`src/rtl/post_neuron_update_ctrl.sv`:
```
// Read-modify-write controller for the post-neuron state SRAM: integrate, fire, write back, clear sweep.
// Optional membrane leak is enabled with `define POST_NEURON_LEAK_EN (adds i_leak port).
module post_neuron_update_ctrl #(
  parameter int unsigned ADDR_WIDTH   = 8,
  parameter int unsigned DATA_WIDTH   = 32,
  parameter int unsigned SRAM_DEPTH   = 256,
  parameter int unsigned WEIGHT_WIDTH = 8
) (
  input  logic                    i_ck,
  input  logic                    i_rst_n,
  input  logic                    i_evt_valid,
  output logic                    o_evt_ready,
  input  logic [ADDR_WIDTH-1:0]   i_evt_addr,
  input  logic [WEIGHT_WIDTH-1:0] i_evt_weight,
  input  logic [15:0]             i_thr,
`ifdef POST_NEURON_LEAK_EN
  input  logic [7:0]              i_leak,
`endif
  input  logic                    i_clr_start,
  output logic                    o_busy,
  output logic                    o_clr_done,
  output logic                    o_spk_valid,
  output logic [ADDR_WIDTH-1:0]   o_spk_addr,
  output logic                    o_sram_cs,
  output logic                    o_sram_we,
  output logic [ADDR_WIDTH-1:0]   o_sram_a,
  output logic [DATA_WIDTH-1:0]   o_sram_d,
  input  logic [DATA_WIDTH-1:0]   i_sram_q
);

  localparam int unsigned VW   = 16;
  localparam int unsigned SW   = VW + 1;
  localparam int unsigned CW   = ADDR_WIDTH + 1;
  localparam int unsigned WEXT = SW - WEIGHT_WIDTH;
  localparam logic [CW-1:0] CNT_LAST = CW'(SRAM_DEPTH - 1);

  typedef enum logic [1:0] {S_IDLE, S_RD, S_WR, S_CLR} state_t;

  state_t                    r_state, w_state_nxt;
  logic [ADDR_WIDTH-1:0]     r_addr;
  logic [WEIGHT_WIDTH-1:0]   r_weight;
  logic [15:0]               r_thr;
  logic [CW-1:0]             r_cnt, w_cnt_nxt, w_cnt_inc;
  logic                      r_rdy_arm;
  logic                      r_cs, r_we, r_spk_valid, r_clr_done, r_busy;
  logic [ADDR_WIDTH-1:0]     r_a, r_spk_addr;
  logic [DATA_WIDTH-1:0]     r_d;

  logic                      w_cs_nxt, w_we_nxt, w_spk_valid_nxt, w_clr_done_nxt, w_cap;
  logic [ADDR_WIDTH-1:0]     w_a_nxt, w_spk_addr_nxt;
  logic [DATA_WIDTH-1:0]     w_d_nxt;
  logic                      w_ready;

  logic [VW-1:0]             w_vmem, w_v1, w_s, w_vmem_new;
  logic [VW-1:0]             w_scnt, w_scnt_new;
  logic [SW-1:0]             w_sum, w_wx;
  logic                      w_fire;
  logic [DATA_WIDTH-1:0]     w_word;

  // Handshake is blocked out of reset for one cycle and whenever a clear is requested
  assign w_ready     = (r_state == S_IDLE) && r_rdy_arm && !i_clr_start;
  assign o_evt_ready = w_ready;

  assign w_vmem = i_sram_q[15:0];
  assign w_scnt = i_sram_q[31:16];

`ifdef POST_NEURON_LEAK_EN
  logic [7:0]    r_leak;
  logic [SW-1:0] w_vx, w_lx, w_dn, w_up;

  always_ff @(posedge i_ck or negedge i_rst_n) begin
    if (!i_rst_n)   r_leak <= '0;
    else if (w_cap) r_leak <= i_leak;
  end

  assign w_vx = {w_vmem[VW-1], w_vmem};
  assign w_lx = {{(SW-8){1'b0}}, r_leak};
  assign w_dn = w_vx - w_lx;
  assign w_up = w_vx + w_lx;

  // Leak pulls the potential toward zero without crossing it
  always_comb begin
    w_v1 = w_vmem;
    if (!w_vmem[VW-1] && (w_vmem != '0)) begin
      w_v1 = w_dn[SW-1] ? '0 : w_dn[VW-1:0];
    end else if (w_vmem[VW-1]) begin
      w_v1 = (!w_up[SW-1] && (w_up != '0)) ? '0 : w_up[VW-1:0];
    end
  end
`else
  assign w_v1 = w_vmem;
`endif

  assign w_wx  = {{WEXT{r_weight[WEIGHT_WIDTH-1]}}, r_weight};
  assign w_sum = {w_v1[VW-1], w_v1} + w_wx;

  // Saturate the 17-bit sum back into the signed 16-bit range
  always_comb begin
    case ({w_sum[SW-1], w_sum[VW-1]})
      2'b01:   w_s = 16'h7FFF;
      2'b10:   w_s = 16'h8000;
      default: w_s = w_sum[VW-1:0];
    endcase
  end

  assign w_fire     = $signed(w_s) >= $signed(r_thr);
  assign w_vmem_new = w_fire ? '0 : w_s;
  assign w_scnt_new = (w_fire && (w_scnt != 16'hFFFF)) ? w_scnt + 16'd1 : w_scnt;
  assign w_word     = {w_scnt_new, w_vmem_new};
  assign w_cnt_inc  = r_cnt + CW'(1);

  always_ff @(posedge i_ck or negedge i_rst_n) begin
    if (!i_rst_n) r_state <= S_IDLE;
    else          r_state <= w_state_nxt;
  end

  // Next state plus next values for every registered output
  always_comb begin
    w_state_nxt     = r_state;
    w_cnt_nxt       = r_cnt;
    w_cs_nxt        = 1'b0;
    w_we_nxt        = 1'b0;
    w_a_nxt         = r_a;
    w_d_nxt         = r_d;
    w_spk_valid_nxt = 1'b0;
    w_spk_addr_nxt  = r_spk_addr;
    w_clr_done_nxt  = 1'b0;
    w_cap           = 1'b0;
    case (r_state)
      S_IDLE: begin
        if (i_clr_start) begin
          w_state_nxt = S_CLR;
          w_cnt_nxt   = '0;
          w_cs_nxt    = 1'b1;
          w_we_nxt    = 1'b1;
          w_a_nxt     = '0;
          w_d_nxt     = '0;
        end else if (i_evt_valid && w_ready) begin
          w_state_nxt = S_RD;
          w_cap       = 1'b1;
          w_cs_nxt    = 1'b1;
          w_a_nxt     = i_evt_addr;
        end
      end
      S_RD: begin
        w_state_nxt = S_WR;
      end
      S_WR: begin
        w_state_nxt = S_IDLE;
        w_cs_nxt    = 1'b1;
        w_we_nxt    = 1'b1;
        w_a_nxt     = r_addr;
        w_d_nxt     = w_word;
        if (w_fire) begin
          w_spk_valid_nxt = 1'b1;
          w_spk_addr_nxt  = r_addr;
        end
      end
      S_CLR: begin
        if (r_cnt == CNT_LAST) begin
          w_state_nxt    = S_IDLE;
          w_clr_done_nxt = 1'b1;
        end else begin
          w_cnt_nxt = w_cnt_inc;
          w_cs_nxt  = 1'b1;
          w_we_nxt  = 1'b1;
          w_a_nxt   = w_cnt_inc[ADDR_WIDTH-1:0];
          w_d_nxt   = '0;
        end
      end
      default: w_state_nxt = S_IDLE;
    endcase
  end

  always_ff @(posedge i_ck or negedge i_rst_n) begin
    if (!i_rst_n) begin
      r_cnt       <= '0;
      r_rdy_arm   <= 1'b0;
      r_cs        <= 1'b0;
      r_we        <= 1'b0;
      r_a         <= '0;
      r_d         <= '0;
      r_spk_valid <= 1'b0;
      r_spk_addr  <= '0;
      r_clr_done  <= 1'b0;
      r_busy      <= 1'b0;
    end else begin
      r_cnt       <= w_cnt_nxt;
      r_rdy_arm   <= 1'b1;
      r_cs        <= w_cs_nxt;
      r_we        <= w_we_nxt;
      r_a         <= w_a_nxt;
      r_d         <= w_d_nxt;
      r_spk_valid <= w_spk_valid_nxt;
      r_spk_addr  <= w_spk_addr_nxt;
      r_clr_done  <= w_clr_done_nxt;
      r_busy      <= (w_state_nxt != S_IDLE);
    end
  end

  // Event fields captured at the handshake
  always_ff @(posedge i_ck or negedge i_rst_n) begin
    if (!i_rst_n) begin
      r_addr   <= '0;
      r_weight <= '0;
      r_thr    <= '0;
    end else if (w_cap) begin
      r_addr   <= i_evt_addr;
      r_weight <= i_evt_weight;
      r_thr    <= i_thr;
    end
  end

  assign o_busy      = r_busy;
  assign o_clr_done  = r_clr_done;
  assign o_spk_valid = r_spk_valid;
  assign o_spk_addr  = r_spk_addr;
  assign o_sram_cs   = r_cs;
  assign o_sram_we   = r_we;
  assign o_sram_a    = r_a;
  assign o_sram_d    = r_d;

endmodule

```
`config.mk`:
```
export PLATFORM = sky130hd
export DESIGN_NAME = post_neuron_update_ctrl
export DESIGN_NICKNAME = d
export VERILOG_FILES = /design/src/rtl/post_neuron_update_ctrl.sv
export SDC_FILE = /design/constraint.sdc
export NUM_CORES = 1
export LEC_CHECK = 0
export ABC_AREA = 0
export CORE_UTILIZATION = 56
export CTS_CLUSTER_SIZE = 16
export DETAILED_ROUTE_END_ITERATION = 8
export PLACE_DENSITY_LB_ADDON = 0.12
export SLEW_MARGIN = 20
export SYNTH_ARGS = -nofsm -noshare
export SYNTH_HDL_FRONTEND = slang
export SYNTH_SLANG_ARGS = --single-unit
```
`constraint.sdc`:
```
create_clock -name i_ck -period 11.2 [get_ports i_ck]
set_clock_uncertainty 0.15 [all_clocks]
set_input_delay 2.24 -clock i_ck [delete_from_list [all_inputs] [get_ports i_ck]]
set_output_delay 2.24 -clock i_ck [all_outputs]
set_load 0.01 [all_outputs]
```
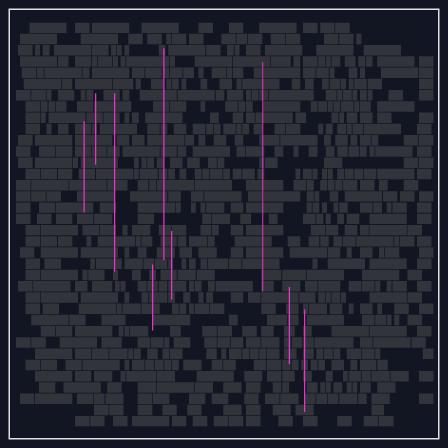
Run 1: the metal 4 layer
main direction = vertical
share of all routed wire = 1.8%
nets with wire on the layer = 8
longest straight run = 55.1 um

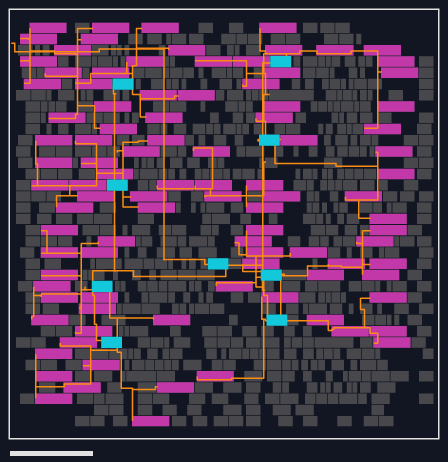
Run 1: clock network drawn from the DEF
The bar under the picture is 20 um long.
cyan -> clock drivers  # count 9
magenta -> flip-flops  # count 97
orange -> clock wires  # length 1,140 um
flops lie = all over the die

==> results.txt, run 1 <==
Notes on the physical design

Setup repair after global routing left no endpoint under its margin. The analysis reports a worst IR drop on VDD of around 0.078 mV. The maximum number of pins on one net before global-route repair is about 74. The design draws just under 0.0007 W.

The mapped netlist covers between 0.005 and 0.006 mm^2. The placed instance count is slightly above 800. The report lists the number of cells resized after CTS as 0. For the worst min-delay path, the startpoint reported by OpenROAD is o_sram_d[13]. The script parses the final routing iteration and logs DRC violations as 0. The total overflow reported by the global router is 0.

The timing startpoint of the critical path is i_sram_q[0]. The time the worst path needs with I/O delays and setup is roughly 7.5 ns. The number of antenna violations at the first check in global routing is 0. Counting endpoints that fail hold in the final report gives 0.

The clock tree has to reach 97 sinks. The number of vias after detailed routing is 4,964. The count of library flops with an enable pin is 0. Derived from the worst setup path, the maximum achievable clock frequency is about 130 MHz. The quantity of I/O buffers inserted on ports is approximately 120. The post-synthesis cell count from yosys is 573.

The chip occupies between 0.01 and 0.015 mm^2. The worst hold path stage count is 2. The run finished with clean final reports. According to the timing report, the data required time at the worst endpoint equals roughly 11 ns.

The script computed a power per unit cell area of 92.2 mW/mm^2. The final report lists the setup-violating endpoint count as 0. The pre-antenna-repair detailed-routing pass consisted of 5 iterations. The final routed wirelength across all metal layers is roughly 14 mm.

The count of yosys warnings during synthesis is 0. The HPWL after detailed placement is between 10 and 15 mm. The count of buffers added by post-CTS timing repair for setup is 0.

The number of maximum-capacitance constraint violations is 0. For this run, the number of standard cells in the final layout without fillers is just over 800. In the synthesized netlist the async set-or-reset flop fraction comes to 1.00.

In this run the count of I/O pins placed on the die edge is between 100 and 150. Per the skew report, the later register of the worst-skew pair sees a clock latency of approximately 0.37 ns. After filler insertion, the fill cell instance count of the layout stands at slightly above 700.

The depth of the worst register-to-register path is 18. The category of the critical setup timing path is primary input to flop. The via count of the first global-routing pass is around 5,000. The initial standard-cell utilization of the core is 0.583. The OpenROAD report gives the critical path a data arrival time of ~7.6 ns. The horizontal die dimension reported for this design is 104 um. The CTS tree is yes. The tree is rooted in a clkbuf_8. The worst setup slack after layout is around 3.7 ns. Detailed placement reports a standard cell area of 0.00709 mm^2. CTS added clock buffers totalling 9. The count of hold-fix buffers inserted at cts is 0.

For this sky-water flow run, the detailed-routed wirelength per cell is reported as between 15 and 20 um. The number of cells produced by synthesis is roughly 570. The aggregate negative setup slack is 0 ns. STA on the placed design reports a worst setup slack of slightly above 3 ns. Synthesis produced a netlist with a net count of 677. The max-slew headroom at the worst pin is 0.386.

The class of the most critical hold timing path is flop to flop. Post-synthesis, Yosys gives the total cell area as a little under 0.006 mm^2. The final-stage net count is 789. The number of pins with negative max-slew slack in the final report is 0. The portion of the clock cycle consumed by the worst path in the final layout is 0.665. Counting along the longest clock path gives a buffer depth of 2. The worst register-to-register path begins at r_weight[0]. The maximum fanout along the worst path is 12. The kind of launch point of the worst setup path is a primary input. The routability congestion estimate from global placement is roughly 0.98.

The endpoint of the worst hold path is reported as o_sram_d[13]. The synthesis report names the predominant flop master as dfrtp_1. The minimum hold slack is 0.358 ns.

The clock tree synthesis step divided the H-tree into 3 levels. Summing over the stages, the warning tally comes to 26. For this run, the script counts the antenna cells in the layout as 0.

The timing endpoint of the critical path is o_spk_addr[3]. After synthesis, the mean cell area works out to just over 10 um^2. The pin closest to its max-slew limit shows a slew of about 0.9 ns. After synthesis the netlist holds a flip-flop and latch count of between 90 and 100. The end of the worst register-to-register path is o_spk_addr[3].

The layout summary lists the proportion of cells stronger than drive strength 1 as 0.120. For this block, the initial DRC count from the detailed router was just under 300. The number of nets with antenna violations after detailed routing is 0. Yosys mapped the design onto 71 distinct sky130hd cell types. Dividing the detail-routed via count by the number of cells gives just over 6. The finished layout cell area is 0.00732 mm^2.

The global-route wire length before repair is between 20 and 25 mm. The timing report gives the clock slew at the launch and capture registers of the worst setup and hold paths as about 0.10 ns. The height of the die is a little over 100 um. The setup check on the worst reg-to-reg path leaves a slack of ~5.7 ns. STA classifies the critical path endpoint as a flop. Across every metal layer, demand over resource in global routing totals 0.281.

The proportion of synthesized chip area in sequential cells is 0.420. The leakage component of the power was reported as 3.33 nW. The relative area change from synthesis to final layout is 26.6%.
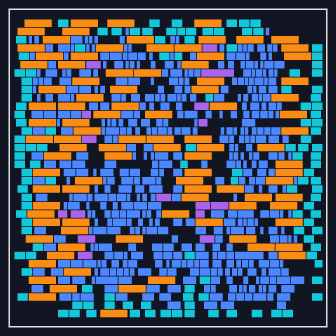
Run 1: cell classes on the final placement
cyan -> remaining buffers and delay cells  # cells 126
purple -> clock drivers and dummy loads  # cells 16
blue -> combinational and other logic  # cells 451
orange -> sequential cells  # cells 97
final core utilization: 0.739
number of cell rows: 36
share of the final layout cell area in sequential cells: 0.332
CORE AREA: 0.00991 mm^2

## run 1: sequential cells by signal (all words and copies together), names as in the netlist
name and flops:
o_busy 1, o_clr_done 1, o_spk_addr 8, o_spk_valid 1
o_sram_a 8, o_sram_cs 1, o_sram_d 32, o_sram_we 1
r_addr 8, r_cnt 9, r_rdy_arm 1, r_state 2
r_thr 16, r_weight 8
## run 1: worst max-delay path, cell delays in order
cell and delay [ns]:
clkdlybuf4s50_1 0.46, ha_1 0.22, inv_1 0.07, fa_1 0.39, nand2b_1 0.18, a21oi_1 0.34
o211ai_2 0.18, a31oi_1 0.26, a2bb2oi_2 0.51, nand2_1 0.30, o21ai_0 0.19, ha_1 0.17
nor2b_1 0.13, o211ai_1 0.09, a2111oi_0 0.49, a2111o_1 0.24, mux2_2 0.47, nand2_2 0.24
mux2_2 0.37
## run 1: cell usage after synthesis (10+ instances only)
cell / n / area share
nand2_1: 36 / 0.023
dfrtp_1: 97 / 0.42
and3_1: 12 / 0.013
clkbuf_1: 16 / 0.010
ha_1: 35 / 0.076
mux2_2: 42 / 0.082
xnor2_1: 10 / 0.015
nor2_1: 34 / 0.022
nand2b_1: 11 / 0.012
o211ai_1: 10 / 0.013
inv_1: 31 / 0.020
a21oi_1: 43 / 0.037
o21ai_0: 15 / 0.013
a21o_1: 11 / 0.014
nand3_1: 19 / 0.016
## run 1: power breakdown
| group | internal [W] | total [W] | leakage (nW) | switching, W |
|---|---|---|---|---|
| Sequential | 0.000350 | 0.000350 | 1.30 | 0.0000000329 |
| Combinational | 0.0000364 | 0.0000765 | 1.93 | 0.0000401 |
| Clock | 0.000110 | 0.000248 | 0.110 | 0.000138 |
| Total | 0.000496 | 0.000675 | 3.33 | 0.000178 |
## run 1: routing by layer
metal  global-route usage  wire length, um  vias to the layer above
met1                0.382             6680                     2395
li1                     -                -                     2357
met4                0.121              262                        0
met3               0.0541              804                       21
met2                0.438             6610                      191
met5                    0                0                        -
## run 1: placed cells by master, fill, tap and decap left out, types with 9 or more instances in the layout
master / Yosys / layout
mux2_2: 42 / 42
a21o_1: 11 / 11
nor2_1: 34 / 34
clkdlybuf4s50_1: 0 / 120
nand3_1: 19 / 19
a21oi_1: 43 / 43
clkbuf_8: 0 / 9
o21ai_0: 15 / 15
xor2_1: 9 / 9
dfrtp_1: 97 / 97
o311ai_0: 9 / 9
xnor2_1: 10 / 10
ha_1: 35 / 35
o211ai_1: 10 / 10
and3_1: 12 / 12
nand2_1: 36 / 36
nand2b_1: 11 / 11
inv_1: 31 / 31
## run 1: layout make-up
class                           count  area, um^2  share of cell area
Multi-Input combinational cell    420        3140               0.429
Timing Repair Buffer              126        1250               0.170
Clock inverter                      7        97.6              0.0133
Inverter                           31         116              0.0159
Sequential cell                    97        2430               0.332
Clock buffer                        9         124              0.0169
Tap cell                          133         166              0.0227
## run 1: kinds of logic (layout without fill, tap and decap cells)
logic type,count (synthesis),count (layout),synth area share
other cells,1,1,0.000649
xor+xnor,19,19,0.0288
mux,45,45,0.0870
fa+ha+maj,42,42,0.0896
flops,97,97,0.420
compound gates,158,158,0.200
buf+inv,56,173,0.0387
simple gates,155,155,0.135
==> run 2, diff against run 1 <==
--- a/config.mk
+++ b/config.mk
@@ -6,7 +6,7 @@
 export NUM_CORES = 1
 export LEC_CHECK = 0
 export ABC_AREA = 0
-export CORE_UTILIZATION = 56
+export CORE_UTILIZATION = 47
 export CTS_CLUSTER_SIZE = 16
 export DETAILED_ROUTE_END_ITERATION = 8
 export PLACE_DENSITY_LB_ADDON = 0.12
==> constraint.sdc (replaced) <==
create_clock -name i_ck -period 6.8 [get_ports i_ck]
set_clock_uncertainty 0.15 [all_clocks]
set_input_delay 1.36 -clock i_ck [delete_from_list [all_inputs] [get_ports i_ck]]
set_output_delay 1.36 -clock i_ck [all_outputs]
set_load 0.01 [all_outputs]
==> run 2 against run 1 <==
Net effect: non-clock buffer count did not move; critical path type unchanged; synthesized area did not move; utilization fell by 12 points; sequential power rose by 65%; global-route usage fell by 4.2 points; final cell count rose by 1.6%; total power rose by 79%; register-to-register slack got worse by 4.2 ns; first-iteration DRC count rose by 12%; cell area rose by 1.1%; synthesized cell count did not move; flip-flop count did not move; largest cell class unchanged.
==> results.txt, run 2 <==
Notes on the physical design

The total overflow reported by the global router is 0 (unchanged). The routability congestion estimate from global placement is 0.918 (was 0.984). The count of pins on the block boundary came to 122 (unchanged). The time the worst path needs with I/O delays and setup is 6.40 ns.

The netlist area before placement is 0.00578 mm^2 (unchanged). The commonest register cell after synthesis is dfrtp_1 (unchanged). The minimum hold slack is 0.351 ns (was 0.358 ns).

The max-slew headroom at the worst pin is 0.379 (was 0.386). The storage element area is 0.00243 mm^2 (unchanged). The number of buffers between clock root and the deepest sink is 2 (unchanged).

The critical path data required time came to 6.88 ns (was 11.30 ns). The delay of the slowest critical-path stage is 0.53 ns (was 0.51 ns). Result of the run: complete, no violations (unchanged).

The number of cells produced by synthesis was 573 (unchanged). The number of pins with negative max-slew slack in the final report is 0 (unchanged). The proportion of netlist area held by the largest area contributor is 0.420 (unchanged). Critical path cell sequence: clkdlybuf4s50_1, ha_1, inv_1, fa_1, nand2b_1, a21oi_1, o211ai_2, a31oi_1, a2bb2oi_1, buf_4, nor2_4, o21ai_0, ha_1, nand4_1, a2111oi_0, a2111o_1, mux2i_1, buf_4, nand2_1, o311ai_1 (was clkdlybuf4s50_1, ha_1, inv_1, fa_1, nand2b_1, a21oi_1, o211ai_2, a31oi_1, a2bb2oi_2, nand2_1, o21ai_0, ha_1, nor2b_1, o211ai_1, a2111oi_0, a2111o_1, mux2_2, nand2_2, mux2_2).

The number of nets with antenna violations after detailed routing is 0 (unchanged). The highest ir drop seen on vdd is 0.123 mV (was 0.0777 mV). The number of filler instances in the final layout came to 1,028 (was 719).

The achievable clock frequency is 156 MHz. The post-synthesis cell count from yosys is 573 (unchanged). The maximum number of pins on one net before global-route repair is 66 (was 74).

The flip-flop count of the largest register, all copies and words added is 32 (unchanged). The via count of the first global-routing pass came to 4,674 (was 4,937). The horizontal extent of the die is 113 um (was 104 um). The count of hold-fix buffers inserted at cts is 0 (unchanged). The mean instance size in the synthesized netlist is 10.1 um^2 (unchanged). The combinational fraction of design power was 0.104 (was 0.113). Top cells by count: dfrtp_1 (97), a21oi_1 (43), mux2_2 (42) (unchanged). The detailed-route DRC error count is 0 (unchanged). The origin of the critical flop-to-flop path is r_weight[7] (was r_weight[0]). The detailed-routing iteration count for the pre-antenna-repair pass is 5 (unchanged). The vias per cell was 5.88 (was 6.03).

The category of the critical setup timing path is primary input to flop (unchanged). The number of warnings the tools reported came to 26 (unchanged). The detailed-route wire length per cell is 17.4 um (was 17.5 um). The total inserted antenna cells came to 0 (unchanged). The proportion of synthesized flip-flops having asynchronous set or reset is 1.00 (unchanged). The final routed wirelength across all metal layers was 14.5 mm (was 14.4 mm). The count of final setup violators was 0 (unchanged).

The total global-route track usage is 0.238 (was 0.281). The proportion of synthesized chip area in sequential cells is 0.420 (unchanged). The post-CTS clock slew at the launch and capture registers of the worst setup and hold paths was 0.06 ns (was 0.10 ns). The global-route wire length before repair was 24.0 mm (was 24.2 mm). The class of the most critical hold timing path is flop to flop (unchanged).

The count of library flops with an enable pin is 0 (unchanged). The count of buffers added by post-CTS timing repair for setup is 0 (unchanged). The area of the chip is 0.0127 mm^2 (was 0.0107 mm^2). The total power density per cell area is 163 mW/mm^2 (was 92.2 mW/mm^2). The number of library cell types mapped by synthesis was 71 (unchanged). The most used standard cell by instance count after synthesis is dfrtp_1 (unchanged). The number of maximum-capacitance constraint violations is 0 (unchanged). The HPWL after detailed placement is 10.6 mm (was 10.7 mm). The deepest level of the CTS H-tree is 3 (unchanged).

The leakage power figure is 3.37 nW (was 3.33 nW). The number of gates resized after cts came to 0 (unchanged). The final timing summary puts the cycle share of the worst path at 0.941. RSZ-0062 raised after global routing: no (unchanged).

The hold violation count in the final report is 0 (unchanged). The number of antenna violations at the first check in global routing is 0 (unchanged). The number of buffers created by CTS is 9 (unchanged).

The area reported by Yosys stat is 0.00578 mm^2 (unchanged). The net count after synthesis was 677 (unchanged). The final-stage net count is 789 (unchanged). The kind of launch point of the worst setup path is a primary input (unchanged).

The count of yosys warnings during synthesis came to 0 (unchanged). The actual slew at the worst max-slew pin is 0.931 ns (was 0.922 ns). The number of vias after detailed routing came to 4,917 (was 4,964). The data arrival at the endpoint of the critical path is 6.48 ns (was 7.56 ns). Dominant logic cell types in the final layout: clkdlybuf4s50_1 (120), dfrtp_1 (97), a21oi_1 (43) (unchanged). The start point of the worst min-delay path is o_sram_d[8] (was o_sram_d[13]). The total buffers and inverters traversed by the critical path was 4 (was 2). The switching share of power is 0.226 (was 0.264). The quantity of I/O buffers inserted on ports was 121 (unchanged).

The height of the die was 113 um (was 104 um). The internal power consumption is 0.000932 W (was 0.000496 W). The standard cell with the maximum stage delay on the critical path is a2111oi_0 (was a2bb2oi_2).

Top cells by area: dfrtp_1 (42%), mux2_2 (8.2%), ha_1 (7.6%) (unchanged). The family with the most delay on the worst path is AND-OR/OR-AND gates (unchanged). The number of flip-flops and latches in the synthesized netlist was 97 (unchanged).

The share of final-layout standard cells stronger than drive strength 1 is 0.113 (was 0.120). The net switching power of the design is 0.000273 W (was 0.000178 W). The CTS tree is yes (unchanged).
==> run 2: cell counts after synthesis <==
No cell type changed its count.
==> run 2: tightest hold or removal path: stages, from the launching register on <==
cell and delay (ns):
dfrtp_1 0.35, nand2_1 0.06, o311ai_1 0.06
==> run 2: final cells by class <==
| class | count | area share |
|---|---|---|
| Clock buffer | 13 | 0.0338 |
| Clock inverter | 2 | 0.00524 |
| Inverter | 31 | 0.0157 |
| Multi-Input combinational cell | 420 | 0.424 |
| Sequential cell | 97 | 0.328 |
| Tap cell | 147 | 0.0248 |
| Timing Repair Buffer | 126 | 0.168 |
==> run 2: logic make-up after synthesis <==
family | share of synthesized area
compound gates | 0.200
mux | 0.0870
buf+inv | 0.0387
simple gates | 0.135
other cells | 0.000649
flops | 0.420
xor+xnor | 0.0288
fa+ha+maj | 0.0896
==> run 2: metal layers <==
| layer | wire [um] | global-route usage | part of all wire |
|---|---|---|---|
| met3 | 776 | 0.0364 | 0.053 |
| met1 | 7090 | 0.346 | 0.49 |
| met4 | 270 | 0.0746 | 0.019 |
| met5 | 0 | 0 | 0 |
| met2 | 6380 | 0.368 | 0.44 |
==> run 2: worst paths after layout <==
kind | endpoint | slack [ns] | cells past startpoint
setup reg to reg | o_sram_d[0] | 1.52 | 16
hold / removal | o_sram_d[8] | 0.35 | 2
min in group asynchronous | r_weight[6] | 0.81 | 1
max in group asynchronous | o_sram_d[28] | 4.51 | 2
hold reg to reg | o_sram_d[8] | 0.35 | 2
setup / recovery | o_sram_d[0] | 0.40 | 20
==> run 2: through the flow <==
stage	area [um^2]	setup slack, ns	util	std cells	power (W)
after floorplan	5780	1.08	-	573	0.000641
after CTS	7400	0.506	0.616	836	0.00122
after global routing	7400	0.119	0.616	836	0.00125
after detailed placement	7110	0.196	0.592	821	0.000713
final	7400	0.400	0.616	836	0.00120
after global placement	7110	0.407	0.592	821	0.000711
==> run 2: power by group through the flow <==
stage               registers, W  logic (W)  clock network [W]
floorplan               0.000588  0.0000532                  0
global placement        0.000588   0.000123                  0
detailed placement      0.000588   0.000125                  0
CTS                     0.000577   0.000126           0.000513
global route            0.000577   0.000138           0.000538
finish                  0.000577   0.000125           0.000502
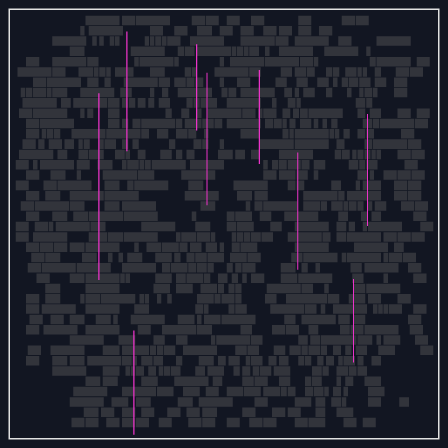
Run 2: the metal 4 layer
nets with wire on the layer = 7
main direction = vertical
wire length on this layer = 271 um
longest straight run = 49.0 um

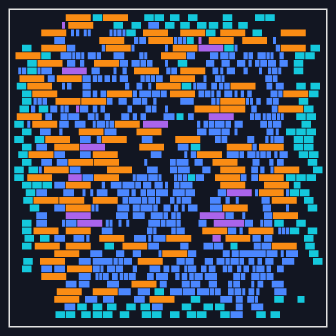
Run 2: cell classes on the final placement
final std cell area, no fill: 0.00740 mm^2
CORE AREA: 0.0120 mm^2
number of cell rows: 40
share of the final layout cell area in sequential cells: 0.328

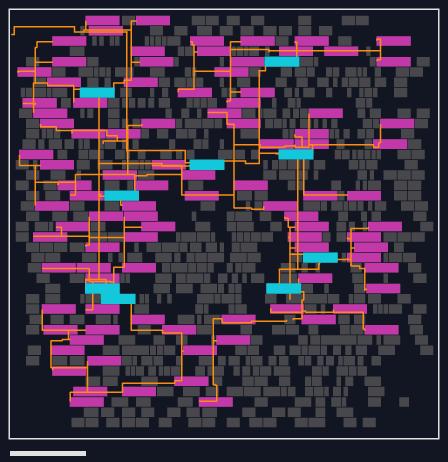
Run 2: clock network drawn from the DEF
The bar under the picture is 20 um long.
magenta -> flip-flops  # count 97
cyan -> clock drivers  # count 9
orange -> clock wires  # length 1,170 um
routed clock nets = 10
P_clk: 0.000502 W
worst-skew pair later-pin latency: 0.34 ns
part of the power in the clock network: 0.416

==> run 3, diff against run 2 <==
--- a/config.mk
+++ b/config.mk
@@ -6,7 +6,9 @@
 export NUM_CORES = 1
 export LEC_CHECK = 0
 export ABC_AREA = 0
-export CORE_UTILIZATION = 47
+export CORE_UTILIZATION = 48
+export CTS_BUF_LIST = sky130_fd_sc_hd__clkbuf_4 sky130_fd_sc_hd__clkbuf_8
+export CTS_CLUSTER_DIAMETER = 50
 export CTS_CLUSTER_SIZE = 16
 export DETAILED_ROUTE_END_ITERATION = 8
 export PLACE_DENSITY_LB_ADDON = 0.12
==> run 3 against run 2 <==
Net effect: the run now ends with DRC left; cell area fell by 1.5%; setup slack better by 0.11 ns; sequential power barely moved; global-route usage about the same; wire length decreased by 2.5%; flip-flop count unchanged; total power down 13%; synthesized cell count did not move; sequential share of layout area up 0.50 points; first-iteration DRC count grew 6.4%; critical path depth grew 1; critical endpoint is now o_sram_d[11]; highest routed layer unchanged.
==> results.txt, run 3 <==
Notes on the physical design

The netlist area before placement is 0.00578 mm^2 (unchanged). The portion of the clock cycle consumed by the worst path in the final layout came to 0.925 (was 0.941). The area of the chip is 0.0125 mm^2 (was 0.0127 mm^2). The count of library flops with an enable pin was 0 (unchanged).

The horizontal extent of the die is 112 um (was 113 um). The number of nets with antenna violations after detailed routing is 0 (unchanged). The detailed-route DRC error count is 7 (was 0). The number of gates resized after cts came to 0 (unchanged). The number of library cell types mapped by synthesis is 71 (unchanged).

Dominant logic cell types in the final layout: clkdlybuf4s50_1 (120), dfrtp_1 (97), a21oi_1 (43) (unchanged). The number of buffers created by CTS is 9 (unchanged). The start point of the worst min-delay path was o_sram_d[2] (was o_sram_d[8]). The critical path data required time is 6.90 ns (was 6.88 ns). The area reported by Yosys stat is 0.00578 mm^2 (unchanged). The flop-to-flop setup slack is 1.53 ns (was 1.52 ns). The largest area contributor in the netlist is dfrtp_1 (unchanged). The routability congestion estimate from global placement is 0.952 (was 0.918). The leakage power figure is 3.32 nW (was 3.37 nW). The proportion of netlist area held by the largest area contributor came to 0.420 (unchanged). The net count after synthesis is 677 (unchanged). The leading cell type in the layout, fill and taps excluded is clkdlybuf4s50_1 (unchanged). The total overflow reported by the global router is 0 (unchanged). The actual slew at the worst max-slew pin was 0.947 ns (was 0.931 ns).

The detailed-route wire length per cell is 17.0 um (was 17.4 um). The number of antenna violations at the first check in global routing was 0 (unchanged). The maximum fanout along the worst path came to 20 (unchanged).

The count of hold-fix buffers inserted at cts is 0 (unchanged). The time the worst path needs with I/O delays and setup came to 6.29 ns (was 6.40 ns). The end of the worst register-to-register path is o_sram_d[11] (was o_sram_d[0]). The kind of launch point of the worst setup path is a primary input (unchanged). Result of the run: finished, violations left (was complete, no violations).

The number of warnings the tools reported was 26 (unchanged). The total power density per cell area is 144 mW/mm^2 (was 163 mW/mm^2). The hold violation count in the final report was 0 (unchanged). The final reports fail on DRC. The origin of the critical flop-to-flop path is r_weight[7] (unchanged).

The final routed wirelength across all metal layers is 14.1 mm (was 14.5 mm). The count of final setup violators was 0 (unchanged). The max-slew headroom at the worst pin is 0.369 (was 0.379). The via count of the first global-routing pass came to 4,706 (was 4,674).

The end of the worst hold path is o_sram_d[2] (was o_sram_d[8]). The post-synthesis cell count from yosys came to 573 (unchanged). The number of maximum-capacitance constraint violations is 0 (unchanged). The global-route wire length before repair is 23.9 mm (was 24.0 mm). The number of vias after detailed routing is 4,898 (was 4,917).

The flip-flop count of the largest register, all copies and words added is 32 (unchanged). The HPWL after detailed placement is 10.6 mm (about the same). The most used standard cell by instance count after synthesis is dfrtp_1 (unchanged). The vias per cell is 5.88 (about the same). The proportion of synthesized flip-flops having asynchronous set or reset was 1.00 (unchanged). The final-stage net count is 789 (unchanged). The aggregate negative setup slack came to 0 ns (unchanged). The worst setup slack after layout is 0.508 ns (was 0.400 ns).

The commonest register cell after synthesis is dfrtp_1 (unchanged). The number of pins with negative max-slew slack in the final report is 0 (unchanged). The height of the die is 112 um (was 113 um). The placed instance area was 0.00710 mm^2 (was 0.00711 mm^2). The sort of element at the end of the critical path is a flop (unchanged). The total global-route track usage was 0.239 (was 0.238). The achievable clock frequency is 159 MHz (was 156 MHz). The initial standard-cell utilization of the core is 0.500 (was 0.481). The maximum number of pins on one net before global-route repair was 79 (was 66). The detailed-routing iteration count for the pre-antenna-repair pass is 9 (was 5). The proportion of synthesized chip area in sequential cells is 0.420 (unchanged). Top cells by area: dfrtp_1 (42%), mux2_2 (8.2%), ha_1 (7.6%) (unchanged). The number of buffers between clock root and the deepest sink came to 2 (unchanged).

The relative area change from synthesis to final layout is 26.2% (was 28.1%). RSZ-0062 raised after global routing: no (unchanged). The number of cells produced by synthesis is 573 (unchanged). The mean instance size in the synthesized netlist is 10.1 um^2 (unchanged). The data arrival at the endpoint of the critical path is 6.39 ns (was 6.48 ns). The post-place setup slack is 0.192 ns (was 0.196 ns). The count of yosys warnings during synthesis is 0 (unchanged). The number of clock sinks seen by CTS is 97 (unchanged).

The number of filler instances in the final layout came to 985 (was 1,028). The number of flip-flops and latches in the synthesized netlist came to 97 (unchanged). Top cells by count: dfrtp_1 (97), a21oi_1 (43), mux2_2 (42) (unchanged). The post-CTS clock slew at the launch and capture registers of the worst setup and hold paths is 0.09 ns (was 0.06 ns). The highest ir drop seen on vdd came to 0.0958 mV (was 0.123 mV). The total inserted antenna cells is 0 (unchanged).

The number of design-rule violations left by the first detailed-router iteration is 348 (was 327). The count of pins on the block boundary is 122 (unchanged). The category of the critical setup timing path was primary input to flop (unchanged). The root buffer cell is clkbuf_8 (was clkbuf_16). The class of the most critical hold timing path is flop to flop (unchanged). The deepest level of the CTS H-tree is 3 (unchanged). The share of final-layout standard cells stronger than drive strength 1 is 0.119 (was 0.113). The depth of the worst register-to-register path was 16 (unchanged). The quantity of I/O buffers inserted on ports is 121 (unchanged). The worst hold path stage count was 2 (unchanged). The CTS tree is yes (unchanged). The count of buffers added by post-CTS timing repair for setup came to 0 (unchanged).
run 3: how the worst max path moves through the flow:
stage / cells past startpoint / slack (ns) / to / from
final: 21 / 0.51 / o_sram_d[11] / i_sram_q[0]
after CTS: 21 / 0.55 / o_sram_d[11] / i_sram_q[0]
after floorplan: 20 / 1.08 / o_sram_d[17] / i_sram_q[0]
after global placement: 21 / 0.42 / o_sram_d[13] / i_sram_q[0]
after detailed placement: 21 / 0.19 / o_sram_d[11] / i_sram_q[0]
after global routing: 21 / 0.07 / o_sram_d[11] / i_sram_q[0]
run 3: cells by family after synthesis:
logic type,share of synthesized area
flops,0.420
buf+inv,0.0387
simple gates,0.135
fa+ha+maj,0.0896
mux,0.0870
other cells,0.000649
compound gates,0.200
xor+xnor,0.0288
run 3: through the flow:
step | instances | total power (W) | hold WS (ns) | util
CTS | 833 | 0.00106 | 0.354 | 0.630
floorplan | 573 | 0.000641 | 0.329 | -
global route | 833 | 0.00110 | 0.388 | 0.631
global placement | 817 | 0.000710 | 0.323 | 0.614
finish | 833 | 0.00105 | 0.347 | 0.631
detailed placement | 817 | 0.000713 | 0.336 | 0.614
run 3: per-layer routing:
metal  routed length (um)  global-route usage  up-vias
li1                     -                   -     2355
met1                 6900               0.356     2384
met2                 6250               0.354      144
met3                  801              0.0381       15
met4                  199              0.0748        0
met5                    0                   0        -
run 3: worst max-delay path: stages:
cell	delay, ns
clkdlybuf4s50_1	0.47
ha_1	0.21
inv_1	0.07
fa_1	0.39
nand2b_1	0.18
a21oi_1	0.35
o211ai_2	0.18
a31oi_1	0.19
a2bb2oi_1	0.19
buf_4	0.22
nand2_1	0.18
o21ai_0	0.17
ha_1	0.28
nor2b_1	0.15
o211ai_1	0.16
a2111oi_0	0.13
a2111o_1	0.44
mux2i_1	0.19
buf_4	0.26
nand2_1	0.26
o311ai_1	0.35
run 3: layout make-up:
class                      count  area, um^2  share of cell area
tap                          143         179              0.0245
clock inverter                 5        38.8             0.00532
clock buffer                  11         145              0.0199
inverter                      31         116              0.0160
multi-input combinational    420        3140               0.431
sequential                    97        2430               0.333
timing repair buffer         126        1250               0.171
run 3: power breakdown:
group / switching [W] / total, W / leakage, nW / internal [W]
Combinational: 0.0000652 / 0.000125 / 1.93 / 0.0000601
Sequential: 0.0000000461 / 0.000577 / 1.30 / 0.000577
Clock: 0.000201 / 0.000350 / 0.0933 / 0.000149
Total: 0.000266 / 0.00105 / 3.32 / 0.000786
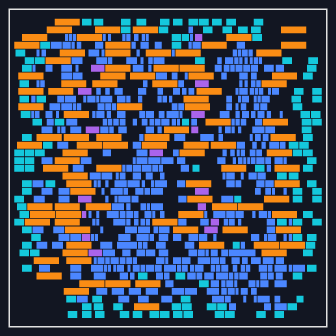
Run 3: cell classes on the final placement
orange -> sequential cells  # cells 97
blue -> combinational and other logic  # cells 451
purple -> clock drivers and dummy loads  # cells 16
cyan -> remaining buffers and delay cells  # cells 126
share of the final layout cell area in sequential cells: 0.333
number of cell rows: 39
final std cell area, no fill: 0.00729 mm^2
CORE AREA: 0.0116 mm^2
final core utilization: 0.631

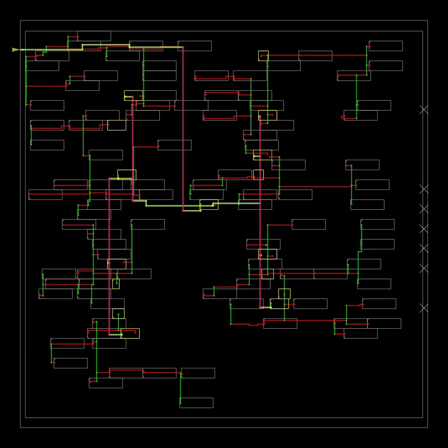
Run 3: clock nets
number of clock buffers in the layout: 11
P_clk: 0.000350 W
worst-skew pair later-pin latency: 0.37 ns
sequential cell count: 97

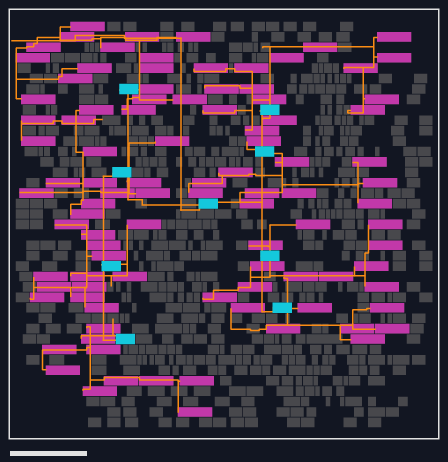
Run 3: clock network drawn from the DEF
The bar under the picture is 20 um long.
part of the power in the clock network: 0.333

No activity file was given, so power comes from the tool's default toggle rates.
